==> src/rtl/uart_tx_multi_if.sv <==
// Handshake and serial-line bundle for uart_tx_multi: per-channel word offer,
// holding-register ready, serial outputs and busy flags.
interface uart_tx_multi_if #(
  parameter int NCH       = 3,
  parameter int DATA_BITS = 8
);
  logic [NCH-1:0]           in_valid;
  logic [NCH-1:0]           in_ready;
  logic [NCH*DATA_BITS-1:0] in_data;
  logic [NCH-1:0]           tx;
  logic [NCH-1:0]           busy;

  modport master (output in_valid, output in_data, input in_ready, input tx, input busy);
  modport slave  (input in_valid, input in_data, output in_ready, output tx, output busy);
endinterface

==> src/rtl/uart_tx_multi.sv <==
// Multi-channel UART transmitter: NCH double-buffered channels serialising LSB-first
// on a shared baud tick. Macro UART_TX_PARITY_EN compiles in one parity bit per frame.
module uart_tx_multi #(
  parameter int NCH        = 3,
  parameter int DATA_BITS  = 8,
  parameter int CLK_DIV    = 16,
  parameter int STOP_BITS  = 1,
  parameter int PARITY_ODD = 0
) (
  input  logic            clk,
  input  logic            rst_n,
  uart_tx_multi_if.slave  bus
);

  localparam int BAUD_W = (CLK_DIV > 1) ? $clog2(CLK_DIV) : 1;
  localparam logic [BAUD_W-1:0] BAUD_LAST = BAUD_W'(CLK_DIV - 1);
  localparam logic [BAUD_W-1:0] BAUD_ONE  = BAUD_W'(1);
  // One counter serves both the data-bit and stop-bit phases.
  localparam int CNT_W = $clog2(DATA_BITS + 1);
  localparam logic [CNT_W-1:0] DATA_LAST = CNT_W'(DATA_BITS - 1);
  localparam logic [CNT_W-1:0] STOP_LAST = CNT_W'(STOP_BITS - 1);
  localparam logic [CNT_W-1:0] CNT_ONE   = CNT_W'(1);

  typedef enum logic [2:0] {
    ST_IDLE   = 3'd0,
    ST_START  = 3'd1,
    ST_DATA   = 3'd2,
`ifdef UART_TX_PARITY_EN
    ST_PARITY = 3'd3,
`endif
    ST_STOP   = 3'd4
  } state_t;

`ifdef UART_TX_PARITY_EN
  function automatic logic parity_of(input logic [DATA_BITS-1:0] word);
    return (^word) ^ 1'(PARITY_ODD);
  endfunction
`else
  // PARITY_ODD has no effect without the parity bit.
  if (PARITY_ODD < 0) begin : g_parity_unused
  end
`endif

  logic [BAUD_W-1:0] baud_cnt_r;
  logic              tick_s;

  assign tick_s = (baud_cnt_r == BAUD_LAST);

  // Shared free-running baud counter; all channels step on the same tick.
  always_ff @(posedge clk or negedge rst_n) begin
    if (!rst_n) begin
      baud_cnt_r <= '0;
    end else if (tick_s) begin
      baud_cnt_r <= '0;
    end else begin
      baud_cnt_r <= baud_cnt_r + BAUD_ONE;
    end
  end

  for (genvar i = 0; i < NCH; i++) begin : g_ch
    state_t                state_r, state_nxt_s;
    logic [DATA_BITS-1:0]  shift_r, shift_nxt_s;
    logic [DATA_BITS-1:0]  hold_r, hold_nxt_s;
    logic                  hold_valid_r, hold_valid_nxt_s;
    logic [CNT_W-1:0]      cnt_r, cnt_nxt_s;
    logic                  tx_r, tx_nxt_s;
    logic                  busy_r;
    logic                  ready_r;
    logic                  accept_s;
    logic                  load_s;
    logic [DATA_BITS-1:0]  word_s;
`ifdef UART_TX_PARITY_EN
    logic                  parity_r, parity_nxt_s;
`endif

    assign word_s   = bus.in_data[i*DATA_BITS +: DATA_BITS];
    assign accept_s = bus.in_valid[i] & ready_r;

    // Next-state, shifter and holding-register logic for one channel.
    always_comb begin
      state_nxt_s      = state_r;
      shift_nxt_s      = shift_r;
      hold_nxt_s       = hold_r;
      hold_valid_nxt_s = hold_valid_r;
      cnt_nxt_s        = cnt_r;
      tx_nxt_s         = tx_r;
      load_s           = 1'b0;
`ifdef UART_TX_PARITY_EN
      parity_nxt_s     = parity_r;
`endif
      if (accept_s) begin
        hold_nxt_s       = word_s;
        hold_valid_nxt_s = 1'b1;
      end else begin
        hold_nxt_s       = hold_r;
      end
      if (tick_s) begin
        case (state_r)
          ST_IDLE: begin
            if (hold_valid_r) begin
              load_s = 1'b1;
            end else begin
              tx_nxt_s = 1'b1;
            end
          end
          ST_START: begin
            state_nxt_s = ST_DATA;
            tx_nxt_s    = shift_r[0];
            shift_nxt_s = shift_r >> 1;
            cnt_nxt_s   = '0;
          end
          ST_DATA: begin
            if (cnt_r == DATA_LAST) begin
`ifdef UART_TX_PARITY_EN
              state_nxt_s = ST_PARITY;
              tx_nxt_s    = parity_r;
`else
              state_nxt_s = ST_STOP;
              tx_nxt_s    = 1'b1;
              cnt_nxt_s   = '0;
`endif
            end else begin
              tx_nxt_s    = shift_r[0];
              shift_nxt_s = shift_r >> 1;
              cnt_nxt_s   = cnt_r + CNT_ONE;
            end
          end
`ifdef UART_TX_PARITY_EN
          ST_PARITY: begin
            state_nxt_s = ST_STOP;
            tx_nxt_s    = 1'b1;
            cnt_nxt_s   = '0;
          end
`endif
          ST_STOP: begin
            if (cnt_r == STOP_LAST) begin
              if (hold_valid_r) begin
                load_s = 1'b1;
              end else begin
                state_nxt_s = ST_IDLE;
                tx_nxt_s    = 1'b1;
              end
            end else begin
              cnt_nxt_s = cnt_r + CNT_ONE;
            end
          end
          default: begin
            state_nxt_s = ST_IDLE;
            tx_nxt_s    = 1'b1;
          end
        endcase
        // Hold cannot be empty-and-accepting while draining, so this never collides with accept_s.
        if (load_s) begin
          state_nxt_s      = ST_START;
          tx_nxt_s         = 1'b0;
          shift_nxt_s      = hold_r;
          hold_valid_nxt_s = 1'b0;
`ifdef UART_TX_PARITY_EN
          parity_nxt_s     = parity_of(hold_r);
`endif
        end else begin
          load_s = 1'b0;
        end
      end else begin
        load_s = 1'b0;
      end
    end

    // Channel state registers; tx, busy and in_ready are all registered outputs.
    always_ff @(posedge clk or negedge rst_n) begin
      if (!rst_n) begin
        state_r      <= ST_IDLE;
        shift_r      <= '0;
        hold_r       <= '0;
        hold_valid_r <= 1'b0;
        cnt_r        <= '0;
        tx_r         <= 1'b1;
        busy_r       <= 1'b0;
        ready_r      <= 1'b1;
`ifdef UART_TX_PARITY_EN
        parity_r     <= 1'b0;
`endif
      end else begin
        state_r      <= state_nxt_s;
        shift_r      <= shift_nxt_s;
        hold_r       <= hold_nxt_s;
        hold_valid_r <= hold_valid_nxt_s;
        cnt_r        <= cnt_nxt_s;
        tx_r         <= tx_nxt_s;
        busy_r       <= (state_nxt_s != ST_IDLE);
        ready_r      <= !hold_valid_nxt_s;
`ifdef UART_TX_PARITY_EN
        parity_r     <= parity_nxt_s;
`endif
      end
    end

    assign bus.tx[i]       = tx_r;
    assign bus.busy[i]     = busy_r;
    assign bus.in_ready[i] = ready_r;
  end

endmodule

==> src/flat_wrapper.sv <==
// flat-port wrapper written by rule: the top's interface ports become plain ports
module uart_tx_multi_flat 
#(
  parameter int NCH        = 3,
  parameter int DATA_BITS  = 8,
  parameter int CLK_DIV    = 16,
  parameter int STOP_BITS  = 1,
  parameter int PARITY_ODD = 0
)
  (clk, rst_n, bus_in_valid, bus_in_data, bus_in_ready, bus_tx, bus_busy);
  uart_tx_multi_if #(.NCH(NCH), .DATA_BITS(DATA_BITS)) bus_i ();
  input  logic clk;
  input  logic rst_n;
  input wire logic [$bits(bus_i.in_valid)-1:0] bus_in_valid;
  input wire logic [$bits(bus_i.in_data)-1:0] bus_in_data;
  output wire logic [$bits(bus_i.in_ready)-1:0] bus_in_ready;
  output wire logic [$bits(bus_i.tx)-1:0] bus_tx;
  output wire logic [$bits(bus_i.busy)-1:0] bus_busy;
  assign bus_i.in_valid = bus_in_valid;
  assign bus_i.in_data = bus_in_data;
  assign bus_in_ready = bus_i.in_ready;
  assign bus_tx = bus_i.tx;
  assign bus_busy = bus_i.busy;
  uart_tx_multi #(.NCH(NCH), .DATA_BITS(DATA_BITS), .CLK_DIV(CLK_DIV), .STOP_BITS(STOP_BITS), .PARITY_ODD(PARITY_ODD)) u_core (.clk(clk), .rst_n(rst_n), .bus(bus_i));
endmodule
==> config.mk <==
export PLATFORM = sky130hd
export DESIGN_NAME = uart_tx_multi_flat
export DESIGN_NICKNAME = d
export VERILOG_FILES = /design/src/rtl/uart_tx_multi_if.sv /design/src/rtl/uart_tx_multi.sv /design/src/flat_wrapper.sv
export SDC_FILE = /design/constraint.sdc
export NUM_CORES = 1
export LEC_CHECK = 0
export CELL_PAD_IN_SITES_DETAIL_PLACEMENT = 0
export CELL_PAD_IN_SITES_GLOBAL_PLACEMENT = 1
export CORE_ASPECT_RATIO = 0.7
export CORE_MARGIN = 4
export CORE_UTILIZATION = 46
export DETAILED_ROUTE_END_ITERATION = 10
export HOLD_SLACK_MARGIN = 0.12
export PLACE_DENSITY = 0.78
export SLEW_MARGIN = 20
export SYNTH_ARGS = -nofsm -noshare
export SYNTH_HDL_FRONTEND = slang
export SYNTH_SLANG_ARGS = --single-unit
==> constraint.sdc <==
create_clock -name clk -period 2.8 [get_ports clk]
set_input_delay 0.28 -clock clk [delete_from_list [all_inputs] [get_ports clk]]
set_output_delay 0.28 -clock clk [all_outputs]
set_load 0.02 [all_outputs]
**Run 1: zoomed window**

Window x 41 to 81, y 24 to 64 µm. Cells in gray, sequential cells in the stronger gray; small squares are vias.
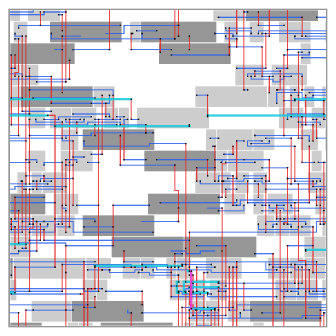
red -> M2
cyan -> M3
blue -> M1
magenta -> M4
most frequent = dfrtp_1 (12)
cells with their middle in the window = 91
netlist names of flops here include = u_core.g_ch.state_r (5), u_core.g_ch.cnt_r (4), u_core.g_ch.shift_r (2)
sequential cells in the window = 14

**Run 1: metal 3**

Cells faint in the background.
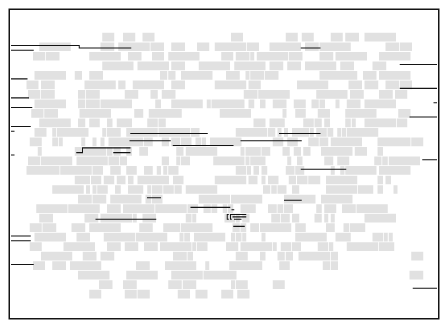
nets with wire on the layer = 27
share of all routed wire = 3.8%
longest straight run = 21.8 µm

**Run 1: clock routing**

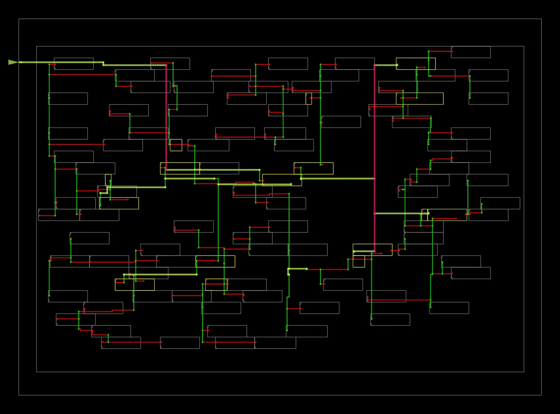
power consumed by the clock network: 1.18 mW
skew final: 0.004493 ns
TritonCTS buffer count: 9

**Run 1: signal metal coverage by tile**

Bar = 20 µm. 24 x 18 tiles, from white (low) to dark blue (high), scaled to the fullest tile. Values are wire area over tile area, all layers added.
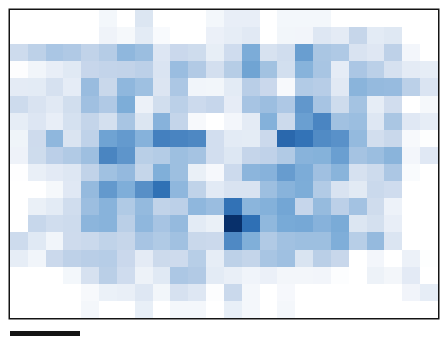
nearly empty tiles = 19%
fullest tile = 0.51
tiles over half the peak = 6.5%
emptiest ninth of the die = lower right
densest ninth of the die = center
sum of routed wire length over all layers: 7582 µm
routed wirelength normalized by instance count: 14.81 µm
vias post-DR: 2753

==> run 1: final cells by class <==
type,instances,area [µm²]
clock buffer,13,250.2
clock inverter,3,45.04
fill,790,3761
inverter,20,75.07
multi-input combinational,230,1868
sequential,85,2135
tap,120,150.1
timing repair buffer,41,404.1
==> run 1: critical path: stages (launching register included) <==
cell and delay (ns):
sky130_fd_sc_hd__dfrtp_1 0.41, sky130_fd_sc_hd__inv_1 0.09, sky130_fd_sc_hd__ha_1 0.13, sky130_fd_sc_hd__nor3b_1 0.46
sky130_fd_sc_hd__o211ai_2 0.31, sky130_fd_sc_hd__a41o_1 0.29, sky130_fd_sc_hd__or4b_1 0.53
==> run 1: Yosys cell counts, types with 6 or more instances <==
master	number	share of area, %
sky130_fd_sc_hd__dfrtp_1	79	47
sky130_fd_sc_hd__mux2_2	53	14
sky130_fd_sc_hd__inv_1	20	1.8
sky130_fd_sc_hd__nand2_1	16	1.4
sky130_fd_sc_hd__o21ai_0	15	1.8
sky130_fd_sc_hd__clkbuf_1	12	1.1
sky130_fd_sc_hd__nand2b_1	12	1.8
sky130_fd_sc_hd__nor2_1	11	0.98
sky130_fd_sc_hd__a21oi_1	10	1.2
sky130_fd_sc_hd__buf_4	9	1.6
sky130_fd_sc_hd__ha_1	7	2.1
sky130_fd_sc_hd__nand3_1	7	0.83
sky130_fd_sc_hd__nor2b_1	7	1.0
sky130_fd_sc_hd__o221a_2	7	1.9
sky130_fd_sc_hd__o2bb2ai_1	7	1.5
sky130_fd_sc_hd__dfstp_2	6	3.7
sky130_fd_sc_hd__nor3b_1	6	1.1
==> run 1: logic make-up after synthesis <==
group	after synthesis
and+or+nand+nor	87
adders and majority gates	8
xor gates and xnor gates	6
muxes	53
DFF	85
AOI/OAI and AO/OA	76
buffers and inverters	45
==> run 1: cells in the final DEF, fill, tap and decap left out, drive strengths merged, types with 4 or more instances in the layout <==
master	synthesis	final
o221a	7	7
or2	4	4
o21ai	15	15
nand2b	12	12
dfstp	6	6
o2bb2ai	7	7
clkbuf	12	13
dfrtp	79	79
clkdlybuf4s50	0	36
nand3	7	7
ha	7	7
a21oi	11	11
nor3b	7	7
xnor2	4	4
inv	20	20
mux2	53	53
buf	13	4
nor2	11	11
nand2	16	16
a21o	4	4
nor2b	7	7
==> run 1: power breakdown <==
part | internal [mW] | leakage, nW | switching, mW | total (mW)
combinational | 0.604 | 0.951 | 0.394 | 0.998
sequential | 1.64 | 1.02 | 0.233 | 1.87
clock | 0.716 | 0.136 | 0.463 | 1.18
total | 2.96 | 2.11 | 1.09 | 4.05
==> run 1: metrics by stage <==
stage	hold WS (ns)	power [mW]
after floorplan	-0.01559	2.628
after global placement	0.4728	2.852
after detailed placement	0.4860	2.897
after CTS	0.1842	4.102
after global routing	0.5177	4.300
final	0.4902	4.052
==> run 1: routing by layer <==
metal / GRT usage [%] / vias to the layer above / routed length, µm
met3: 4.454 / 8 / 290
met4: 4.573 / 0 / 72
met1: 22.61 / 1345 / 3976
met5: 0 / - / 0
met2: 22.78 / 48 / 3243
li1: - / 1352 / -
==> results.py, run 1 <==
# Physical implementation metrics
metrics = {
    "floorplanning": {
        "top_level_ports": 38,
        "dieWidth_um": 122.3,
        "rows": 28,
        "initial_core_util_pct": 48.43,
        "die-area_mm2": 0.01077,
        "die_h_um": 88.02,
        "core-area_mm2": 0.008688,
    },
    "global_route": {
        "grt_util_all_layers_pct": 15.57,
        "gr-total-overflow": 0,
        "wire_length_of_the_first_global_routing_pass_um": 13250,
        "grt_max_degree": 86,
        "grt_antenna_before_repair": 0,
        "vias_in_the_first_global_route": 2729,
    },
    "yosys": {
        "count_of_flip_flops_with_a_built_in_enable_after_synthesis": 0,
        "synth_adder_area_share_pct": 2.319,
        "synth.distinct_cells": 61,
        "ys_top_logic_family": "AND-OR/OR-AND gates",
        "numSynthFlops": 85,
        "synth.net_count": 396,
        "synth.area.mux_share_pct": 14.18,
        "synth_compound_gate_area_share_pct": 14.57,
        "yosys_warnings": 0,
        "synthFlopType": "sky130_fd_sc_hd__dfrtp_1",
        "ys_cells": 360,
        "yosys.area_share.xor_xnor_pct": 1.249,
        "syn_inst_count": 360,
        "ys_chip_area_mm2": 0.004208,
        "synth.cell_area_mm2": 0.004208,
        "yosys.stat.seqShare_pct": 50.73,
        "async_flop_share_pct": 100.0,
    },
    "min_path": {
        "holdPathStages": 1,
        "holdCritPathClass": "flip-flop to flip-flop",
        "worst_hold_startpoint": "u_core.baud_cnt_r[0]$_DFF_PN0_",
        "hold_path_end": "u_core.baud_cnt_r[0]$_DFF_PN0_",
    },
    "status": {
        "run_status": "complete, no violations",
    },
    "drt": {
        "remaining_drc_errors": 0,
        "first_iter_violations": 166,
        "drt-pass1-iter-count": 4,
        "postRouteAntennaNets": 0,
        "via_per_inst": 5.377,
    },
    "placement": {
        "post-dp-hpwl_um": 5156,
        "placement_stage_cell_area_mm2": 0.004618,
        "gp_congestion": 0.8195,
        "number_of_instances_in_the_placed_design": 495,
        "io_buffers": 37,
        "placement.setup.worst_slack_ns": 0.4587,
    },
    "cts": {
        "cts_resized": 0,
        "clock_tree.buffer_depth": 2,
        "cts_setup_buffers": 0,
        "cts_hold_buf": 0,
        "tritoncts": "built",
        "clock.latency.late_pin_ns": 0.33,
        "cts-htree-levels": 3,
        "cts.sinks": 85,
        "cts_root_buffer": "sky130_fd_sc_hd__clkbuf_16",
        "clk_transition_reported_paths_ns": 0.06,
    },
    "critical_path": {
        "reg2regPathDepth": 6,
        "setup.worst_path.class": "flip-flop to flip-flop",
        "setup.worst_path.end": "u_core.g_ch[0].busy_r$_DFF_PN0_",
        "worst-endpoint-arrival_ns": 2.55,
        "cp-startpoint": "u_core.g_ch[0].cnt_r[0]$_DFFE_PN0P_",
        "critPathLaunchType": "flip-flop",
        "cp_data_required_time_ns": 3.00,
        "worstReg2RegEnd": "u_core.g_ch[0].busy_r$_DFF_PN0_",
        "cp-end-kind": "flip-flop",
        "crit_fanout": 10,
        "rrSetupSlack_ns": 0.44,
    },
    "final_layout": {
        "share_of_final_layout_standard_cells_stronger_than_drive_strength_1_pct": 25.00,
        "design_area_mm2": 0.004927,
        "nNetsFinal": 423,
        "antennaDiodeCount": 0,
        "finalCoreUtilization_pct": 56.71,
        "area_delta_synth_final_pct": 17.10,
        "final_cells": 512,
        "largest_registers": "u_core.g_ch.hold_r: 24 flops, u_core.g_ch.shift_r: 24 flops, u_core.g_ch.cnt_r: 12 flops",
    },
    "power_and_ir_drop": {
        "ir_worst_vdd_uv": 422.9,
        "power_density_mw_per_mm2": 822.5,
        "power.leakage_nw": 2.109,
    },
    "sta": {
        "fin_ws_ns": 0.4436,
        "min_period_ns": 2.356,
        "worst_relative_slew_slack_pct": 49.43,
        "final_max_tran_viols": 0,
        "timing_worst_slew_pin_value_ns": 0.7585,
        "clock.fmax_mhz": 424.4,
        "finalHoldViolCount": 0,
        "period_used_pct": 84.16,
        "grt_setup_unrepaired": "no",
        "setup_viol": 0,
        "setup_tns_ns": 0,
    },
    "job": {
        "max-cap-violations": 0,
        "log.warning_count": 29,
    },
}
## Run 2: what changed since run 1
--- a/config.mk
+++ b/config.mk
@@ -9,10 +9,10 @@
 export CELL_PAD_IN_SITES_GLOBAL_PLACEMENT = 1
 export CORE_ASPECT_RATIO = 0.7
 export CORE_MARGIN = 4
-export CORE_UTILIZATION = 46
+export CORE_UTILIZATION = 42
 export DETAILED_ROUTE_END_ITERATION = 10
 export HOLD_SLACK_MARGIN = 0.12
-export PLACE_DENSITY = 0.78
+export PLACE_DENSITY = 0.75
 export SLEW_MARGIN = 20
 export SYNTH_ARGS = -nofsm -noshare
 export SYNTH_HDL_FRONTEND = slang
==> constraint.sdc (replaced) <==
create_clock -name clk -period 2.1 [get_ports clk]
set_input_delay 0.21 -clock clk [delete_from_list [all_inputs] [get_ports clk]]
set_output_delay 0.21 -clock clk [all_outputs]
set_load 0.02 [all_outputs]
**Run 2: clock routing**

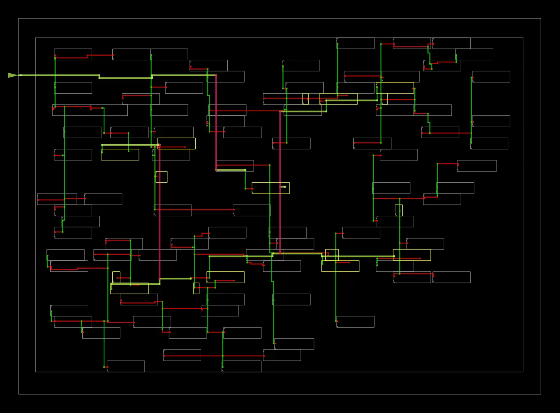
power consumed by the clock network: 1.42 mW
clk latency late pin: 0.34 ns
clk sinks: 85

==> run 2 against run 1 <==
Compared with the run above: clock skew up 0.0025 ns; final area grew 4.2%; clock power rose by about 20%; setup slack got worse by 0.42 ns; sequential cell count unchanged; routed wire length up 5.4%; critical path type unchanged; area after synthesis unchanged; largest cell class unchanged; sequential power is 34% higher.
==> results.py, run 2 <==
# Physical implementation metrics
metrics = {
    "sta": {
        "worst_relative_slew_slack_pct": 63.40,
        "min_period_ns": 2.078,
        "grt_setup_unrepaired": "yes",
        "setup_tns_ns": 0,
        "fin_ws_ns": 0.02213,
        "setup_viol": 0,
        "period_used_pct": 98.95,
        "timing_worst_slew_pin_value_ns": 0.5490,
        "finalClockSkew_ns": 0.006962,
        "clock.fmax_mhz": 481.3,
        "finalHoldViolCount": 0,
        "final_max_tran_viols": 0,
    },
    "global_route": {
        "grt_util_all_layers_pct": 14.55,
        "vias_in_the_first_global_route": 2883,
        "grt_max_degree": 35,
        "wire_length_of_the_first_global_routing_pass_um": 13790,
        "grt_antenna_before_repair": 0,
        "gr-total-overflow": 0,
    },
    "job": {
        "log.warning_count": 30,
        "max-cap-violations": 0,
    },
    "yosys": {
        "synth.net_count": 396,
        "synth.cell_area_mm2": 0.004208,
        "netlist_top_cells_count": "sky130_fd_sc_hd__dfrtp_1 (79), sky130_fd_sc_hd__mux2_2 (53), sky130_fd_sc_hd__inv_1 (20), sky130_fd_sc_hd__nand2_1 (16), sky130_fd_sc_hd__o21ai_0 (15)",
        "synthFlopType": "sky130_fd_sc_hd__dfrtp_1",
        "ys_chip_area_mm2": 0.004208,
        "numSynthFlops": 85,
        "synth.distinct_cells": 61,
        "ys_top_cells_by_area": "sky130_fd_sc_hd__dfrtp_1 (47%), sky130_fd_sc_hd__mux2_2 (14%), sky130_fd_sc_hd__dfstp_2 (3.7%)",
        "yosysTopAreaCellShare_pct": 46.98,
        "post_synth.cell_area_avg_um2": 11.69,
        "yosys_warnings": 0,
        "count_of_flip_flops_with_a_built_in_enable_after_synthesis": 0,
        "ys_cells": 360,
        "synth_dominant_cell_count": "sky130_fd_sc_hd__dfrtp_1",
        "async_flop_share_pct": 100.0,
        "yosysTopAreaCell": "sky130_fd_sc_hd__dfrtp_1",
        "yosys.stat.seqShare_pct": 50.73,
        "syn_inst_count": 360,
    },
    "final_layout": {
        "nNetsFinal": 445,
        "nFillCells": 846,
        "sequential_cell_area_mm2": 0.002135,
        "antennaDiodeCount": 0,
        "mostFrequentLayoutCell": "sky130_fd_sc_hd__dfrtp_1",
        "share_of_final_layout_standard_cells_stronger_than_drive_strength_1_pct": 29.95,
        "layout.cells.most_common_list": "sky130_fd_sc_hd__dfrtp_1 (79), sky130_fd_sc_hd__mux2_2 (53), sky130_fd_sc_hd__clkdlybuf4s50_1 (36), sky130_fd_sc_hd__buf_4 (24), sky130_fd_sc_hd__inv_1 (19)",
        "multiInputGateArea_mm2": 0.001909,
        "largest_registers": "u_core.g_ch.hold_r: 24 flops, u_core.g_ch.shift_r: 24 flops, u_core.g_ch.cnt_r: 12 flops",
        "area_delta_synth_final_pct": 21.97,
    },
    "placement": {
        "io_buffers": 37,
        "placement.setup.worst_slack_ns": 0.009857,
        "post-dp-hpwl_um": 5570,
        "gp_congestion": 0.7702,
    },
    "critical_path": {
        "setup.worst_path.end": "u_core.g_ch[0].busy_r$_DFF_PN0_",
        "crit_fanout": 4,
        "timing.rr.start": "u_core.g_ch[0].cnt_r[0]$_DFFE_PN0P_",
        "worst-endpoint-arrival_ns": 2.28,
        "reg2regPathDepth": 5,
        "rrSetupSlack_ns": 0.02,
        "cp_data_required_time_ns": 2.30,
        "setup.worst_path.class": "flip-flop to flip-flop",
        "critPathLaunchType": "flip-flop",
        "cp-startpoint": "u_core.g_ch[0].cnt_r[0]$_DFFE_PN0P_",
        "worstReg2RegEnd": "u_core.g_ch[0].busy_r$_DFF_PN0_",
        "cp-end-kind": "flip-flop",
    },
    "drt": {
        "vias": 2838,
        "highest_layer": "met4",
        "dr_wl_met3_um": 292,
        "via_per_inst": 5.236,
        "met2_length_um": 3499,
        "remaining_drc_errors": 0,
        "wl_met1_um": 4110,
        "post_drt_wl_per_cell_um": 14.75,
        "route.final.wire_length_um": 7992,
        "postRouteAntennaNets": 0,
        "drt-pass1-iter-count": 4,
        "first_iter_violations": 142,
    },
    "cts": {
        "clk_transition_reported_paths_ns": 0.06,
        "tritoncts": "built",
        "clock_tree.buffer_depth": 2,
        "cts_inserted_buffers": 9,
        "cts-htree-levels": 3,
        "cts_root_buffer": "sky130_fd_sc_hd__clkbuf_16",
    },
    "floorplanning": {
        "core-area_mm2": 0.009722,
        "dieWidth_um": 127.6,
        "rows": 30,
        "die_h_um": 91.75,
        "top_level_ports": 38,
        "initial_core_util_pct": 43.28,
        "die-area_mm2": 0.01171,
    },
    "power_and_ir_drop": {
        "finalPower_mw": 5.399,
        "power_density_mw_per_mm2": 1052,
        "ir_worst_vdd_uv": 433.7,
        "power.leakage_nw": 2.219,
    },
    "status": {
        "run_status": "complete, no violations",
    },
    "min_path": {
        "holdCritPathClass": "primary input to async pin",
    },
}
run 2: stage by stage:
stage / hold slack [ns] / utilization, % / std cells / area [µm²]
detailed placement: 0.1928 / 49.25 / 521 / 4788
global placement: 0.1879 / 49.25 / 521 / 4788
global route: 0.4088 / 52.79 / 542 / 5132
CTS: 0.3795 / 52.06 / 538 / 5061
finish: 0.3658 / 52.79 / 542 / 5132
floorplan: -0.08559 / - / 360 / 4208
run 2: critical path, stage by stage, from the launching register on:
cell and delay [ns]:
sky130_fd_sc_hd__dfrtp_1 0.40, sky130_fd_sc_hd__ha_2 0.21, sky130_fd_sc_hd__nand3b_1 0.10, sky130_fd_sc_hd__or4b_4 0.50
sky130_fd_sc_hd__a41o_1 0.23, sky130_fd_sc_hd__or4b_1 0.51
run 2: cell families after synthesis:
| kind of cell | count (synthesis) | share of synthesized area (%) |
|---|---|---|
| flip-flops | 85 | 50.73 |
| adder cells (fa/ha/maj) | 8 | 2.319 |
| multiplexers | 53 | 14.18 |
| AND-OR/OR-AND | 76 | 14.57 |
| buffers and inverters | 45 | 4.876 |
| AND/OR/NAND/NOR | 87 | 12.07 |
| XOR/XNOR | 6 | 1.249 |
run 2: area by class of cell:
class                   instances  share of cell area (%)
flip-flops and latches         85                   41.59
multi-input cells             230                   37.20
repair buffers                 63                   11.51
clock buffers                  12                   4.608
well taps                     128                   3.120
inverters                      20                   1.463
clock inverters                 4                  0.5119
run 2: repair_timing:
item | CTS | global route
pin swaps | 1 | 7
setup endpoints to repair | 7 | 24
resized | 0 | 9
setup buffers | 0 | 4
gates cloned | 0 | 0
hold buffers | 1 | 0
endpoints found under the hold margin | 29 | 0
run 2: how the worst min path moves through the flow:
stage	slack, ns	end
after detailed placement	0.19	u_core.g_ch[1].cnt_r[1]$_DFFE_PN0P_
after CTS	0.38	u_core.g_ch[0].hold_r[7]$_DFFE_PN0P_
after floorplan	-0.09	u_core.baud_cnt_r[0]$_DFF_PN0_
after global routing	0.41	u_core.g_ch[0].hold_r[7]$_DFFE_PN0P_
final	0.37	u_core.g_ch[1].cnt_r[1]$_DFFE_PN0P_
after global placement	0.19	u_core.g_ch[1].cnt_r[1]$_DFFE_PN0P_
run 2: layer usage:
metal	up-vias	global-route usage, %
met5	-	0
met4	0	4.064
met3	7	4.366
met2	43	21.50
met1	1397	20.76
li1	1391	-
run 2: report_power, final:
part / switching [mW] / internal (mW) / total, mW
Combinational: 0.562 / 0.901 / 1.46
Clock: 0.624 / 0.800 / 1.42
Sequential: 0.322 / 2.19 / 2.51
## Run 3: what changed since run 2
--- a/config.mk
+++ b/config.mk
@@ -5,11 +5,12 @@
 export SDC_FILE = /design/constraint.sdc
 export NUM_CORES = 1
 export LEC_CHECK = 0
+export ABC_AREA = 1
 export CELL_PAD_IN_SITES_DETAIL_PLACEMENT = 0
 export CELL_PAD_IN_SITES_GLOBAL_PLACEMENT = 1
 export CORE_ASPECT_RATIO = 0.7
 export CORE_MARGIN = 4
-export CORE_UTILIZATION = 42
+export CORE_UTILIZATION = 39
 export DETAILED_ROUTE_END_ITERATION = 10
 export HOLD_SLACK_MARGIN = 0.12
 export PLACE_DENSITY = 0.75
**Run 3: signal metal coverage by tile**

Bar = 50 µm. 26 x 19 tiles, from white (low) to dark blue (high), scaled to the fullest tile. Values are wire area over tile area, all layers added.
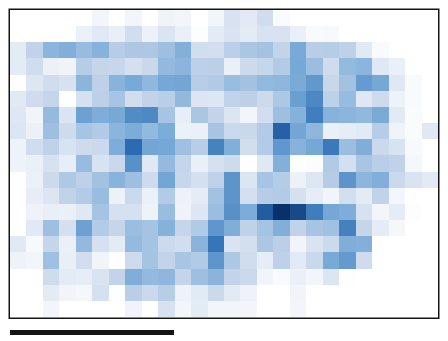
emptiest ninth of the die = lower right
nearly empty tiles = 20%
densest ninth of the die = center
fullest tile = 0.45
tiles over half the peak = 8.3%
mean over tiles = 0.10

==> run 3 against run 2 <==
Compared with the run above: utilization is 3.9 points lower; combinational power is about 20% lower; critical endpoint is now u_core.g_ch[2].shift_r[0]$_DFFE_PN0P_; largest power group unchanged; final area is 5.3% lower; worst hold slack better by 0.031 ns; highest routed layer unchanged.
==> results.py, run 3 <==
# Physical implementation metrics
metrics = {
    "status": {
        "run_status": "complete, no violations",
    },
    "yosys": {
        "synth.cell_area_mm2": 0.004094,
        "syn_inst_count": 511,
        "netlist_top_cells_count": "sky130_fd_sc_hd__nand2_1 (188), sky130_fd_sc_hd__dfrtp_1 (79), sky130_fd_sc_hd__inv_1 (58), sky130_fd_sc_hd__o21ai_0 (52), sky130_fd_sc_hd__nand3_1 (48)",
        "yosysTopAreaCell": "sky130_fd_sc_hd__dfrtp_1",
        "numSynthFlops": 85,
        "yosys_warnings": 0,
        "yosysTopAreaCellShare_pct": 48.29,
        "synth_dominant_cell_count": "sky130_fd_sc_hd__nand2_1",
        "ys_top_cells_by_area": "sky130_fd_sc_hd__dfrtp_1 (48%), sky130_fd_sc_hd__nand2_1 (17%), sky130_fd_sc_hd__o21ai_0 (6.4%)",
        "ys_cells": 511,
        "yosys.stat.seqShare_pct": 52.14,
        "post_synth.cell_area_avg_um2": 8.012,
        "count_of_flip_flops_with_a_built_in_enable_after_synthesis": 0,
        "synth.net_count": 547,
        "synth.distinct_cells": 27,
        "async_flop_share_pct": 100.0,
    },
    "floorplanning": {
        "die_h_um": 93.72,
        "die-area_mm2": 0.01223,
        "initial_core_util_pct": 41.16,
        "top_level_ports": 38,
        "dieWidth_um": 130.5,
        "core-area_mm2": 0.009947,
        "rows": 30,
    },
    "final_layout": {
        "area_delta_synth_final_pct": 18.77,
        "sequential_cell_area_mm2": 0.002135,
        "antennaDiodeCount": 0,
        "finalCoreUtilization_pct": 48.88,
        "nFillCells": 1006,
        "largest_registers": "u_core.g_ch.hold_r: 24 flops, u_core.g_ch.shift_r: 24 flops, u_core.g_ch.cnt_r: 12 flops",
        "mostFrequentLayoutCell": "sky130_fd_sc_hd__nand2_1",
    },
    "drt": {
        "post_drt_wl_per_cell_um": 11.65,
        "postRouteAntennaNets": 0,
        "remaining_drc_errors": 0,
        "route.final.wire_length_um": 7901,
        "first_iter_violations": 116,
        "via_per_inst": 4.606,
        "vias": 3123,
        "drt-pass1-iter-count": 4,
    },
    "cts": {
        "tritoncts": "built",
        "cts_inserted_buffers": 9,
        "clock.latency.late_pin_ns": 0.34,
        "cts.sinks": 85,
        "cts_root_buffer": "sky130_fd_sc_hd__clkbuf_16",
        "cts_resized": 0,
        "cts-htree-levels": 3,
        "cts_setup_buffers": 0,
        "clock_tree.buffer_depth": 2,
    },
    "power_and_ir_drop": {
        "ir_worst_vdd_uv": 436.4,
        "clock_power_share_pct": 31.2,
        "internal-power_mw": 3.615,
        "power.leakage_nw": 2.435,
        "seqPwrFrac_pct": 46.1,
        "combPwrFrac_pct": 22.7,
        "power_density_mw_per_mm2": 1062,
    },
    "placement": {
        "gp_congestion": 0.7807,
        "placement_stage_cell_area_mm2": 0.004551,
        "io_buffers": 37,
    },
    "sta": {
        "setup_viol": 0,
        "holdWs_ns": 0.3968,
        "period_used_pct": 86.87,
        "setup_tns_ns": 0,
        "final_max_tran_viols": 0,
        "min_period_ns": 1.824,
        "worst_relative_slew_slack_pct": 63.64,
        "timing_worst_slew_pin_value_ns": 0.5454,
        "grt_setup_unrepaired": "no",
    },
    "global_route": {
        "grt_max_degree": 42,
        "grt_util_all_layers_pct": 14.67,
        "vias_in_the_first_global_route": 3148,
        "grt_antenna_before_repair": 0,
        "gr-total-overflow": 0,
        "wire_length_of_the_first_global_routing_pass_um": 14400,
    },
    "critical_path": {
        "cp-end-kind": "flip-flop",
        "cp_data_required_time_ns": 2.36,
        "cp-startpoint": "u_core.baud_cnt_r[0]$_DFF_PN0_",
        "cp_cell_sequence": "ha_1 > nand3_1 > inv_2 > nand3_1 > nand2_2 > nand2_1 > o21ai_0",
        "timing.rr.start": "u_core.baud_cnt_r[0]$_DFF_PN0_",
        "crit_top_cell": "sky130_fd_sc_hd__nand3_1",
        "worst_path_max_delay_cell": "sky130_fd_sc_hd__nand3_1",
        "critPathLaunchType": "flip-flop",
        "setup.worst_path.class": "flip-flop to flip-flop",
        "crit_fanout": 17,
        "worst-endpoint-arrival_ns": 2.08,
        "cpPeakStageDelay_ns": 0.39,
    },
    "job": {
        "max-cap-violations": 0,
        "log.warning_count": 29,
    },
}
run 3: layout make-up:
cell class	count	share of cell area, %
clock buffer	12	5.275
clock inverter	3	0.9264
inverter	63	4.915
multi-input combinational	345	33.04
sequential	85	43.90
tap	128	3.294
timing repair buffer	42	8.646
run 3: path summary, 6_finish.rpt:
check | end | slack [ns] | cells past startpoint
worst max-delay path | u_core.g_ch[2].shift_r[0]$_DFFE_PN0P_ | 0.28 | 7
min in group clk | u_core.g_ch[1].hold_r[7]$_DFFE_PN0P_ | 0.40 | 3
worst min register to register | u_core.g_ch[0].shift_r[3]$_DFFE_PN0P_ | 0.47 | 2
worst min-delay path | u_core.g_ch[0].hold_r[7]$_DFFE_PN0P_ | 0.40 | 2
worst max register to register | u_core.g_ch[2].shift_r[0]$_DFFE_PN0P_ | 0.28 | 7
max in group asynchronous | u_core.g_ch[0].tx_r$_DFFE_PN1P_ | 1.03 | 3
run 3: power by group through the flow:
stage | Clock [mW] | Combinational, mW | Sequential (mW)
finish | 1.61 | 1.17 | 2.38
CTS | 1.66 | 1.20 | 2.38
global placement | 0 | 1.17 | 2.40
floorplan | 0 | 0.914 | 2.33
global route | 1.72 | 1.39 | 2.44
detailed placement | 0 | 1.19 | 2.41
run 3: worst max-delay path, delay by kind of cell (launching register included):
kind / cells / cell delay (ns)
compound gates: 1 / 0.07
fa+ha+maj: 1 / 0.19
flops: 1 / 0.36
buf+inv: 1 / 0.28
simple gates: 4 / 0.84
run 3: kinds of logic after synthesis:
logic type / Yosys count / share of synthesized area (%)
AND-OR/OR-AND: 63 / 8.221
XOR/XNOR: 6 / 1.284
adder cells (fa/ha/maj): 7 / 2.139
buffers and inverters: 81 / 8.619
flip-flops: 85 / 52.14
AND/OR/NAND/NOR: 269 / 27.60
run 3: per-layer routing:
| metal | wire (µm) | vias to the layer above | part of all wire, % | track usage [%] |
|---|---|---|---|---|
| met4 | 70 | 0 | 0.89 | 4.623 |
| li1 | - | 1663 | - | - |
| met5 | 0 | - | 0 | 0 |
| met2 | 3314 | 37 | 42 | 21.67 |
| met1 | 4216 | 1417 | 53 | 21.08 |
| met3 | 298 | 6 | 3.8 | 3.807 |
run 3: what timing repair did:
| item | 4_1_cts | 5_1_grt |
|---|---|---|
| hold buffers | 1 | 0 |
| setup endpoints to repair | 0 | 0 |
| hold endpoints to repair | 37 | 0 |
run 3: metrics by stage:
step	total power, mW	setup slack, ns	instances
after floorplan	3.249	0.6712	511
after global placement	3.565	0.3023	662
after detailed placement	3.594	0.2517	662
after CTS	5.241	0.2470	678
after global routing	5.548	0.03073	678
final	5.163	0.2757	678
Power and IR drop assume default switching activity.
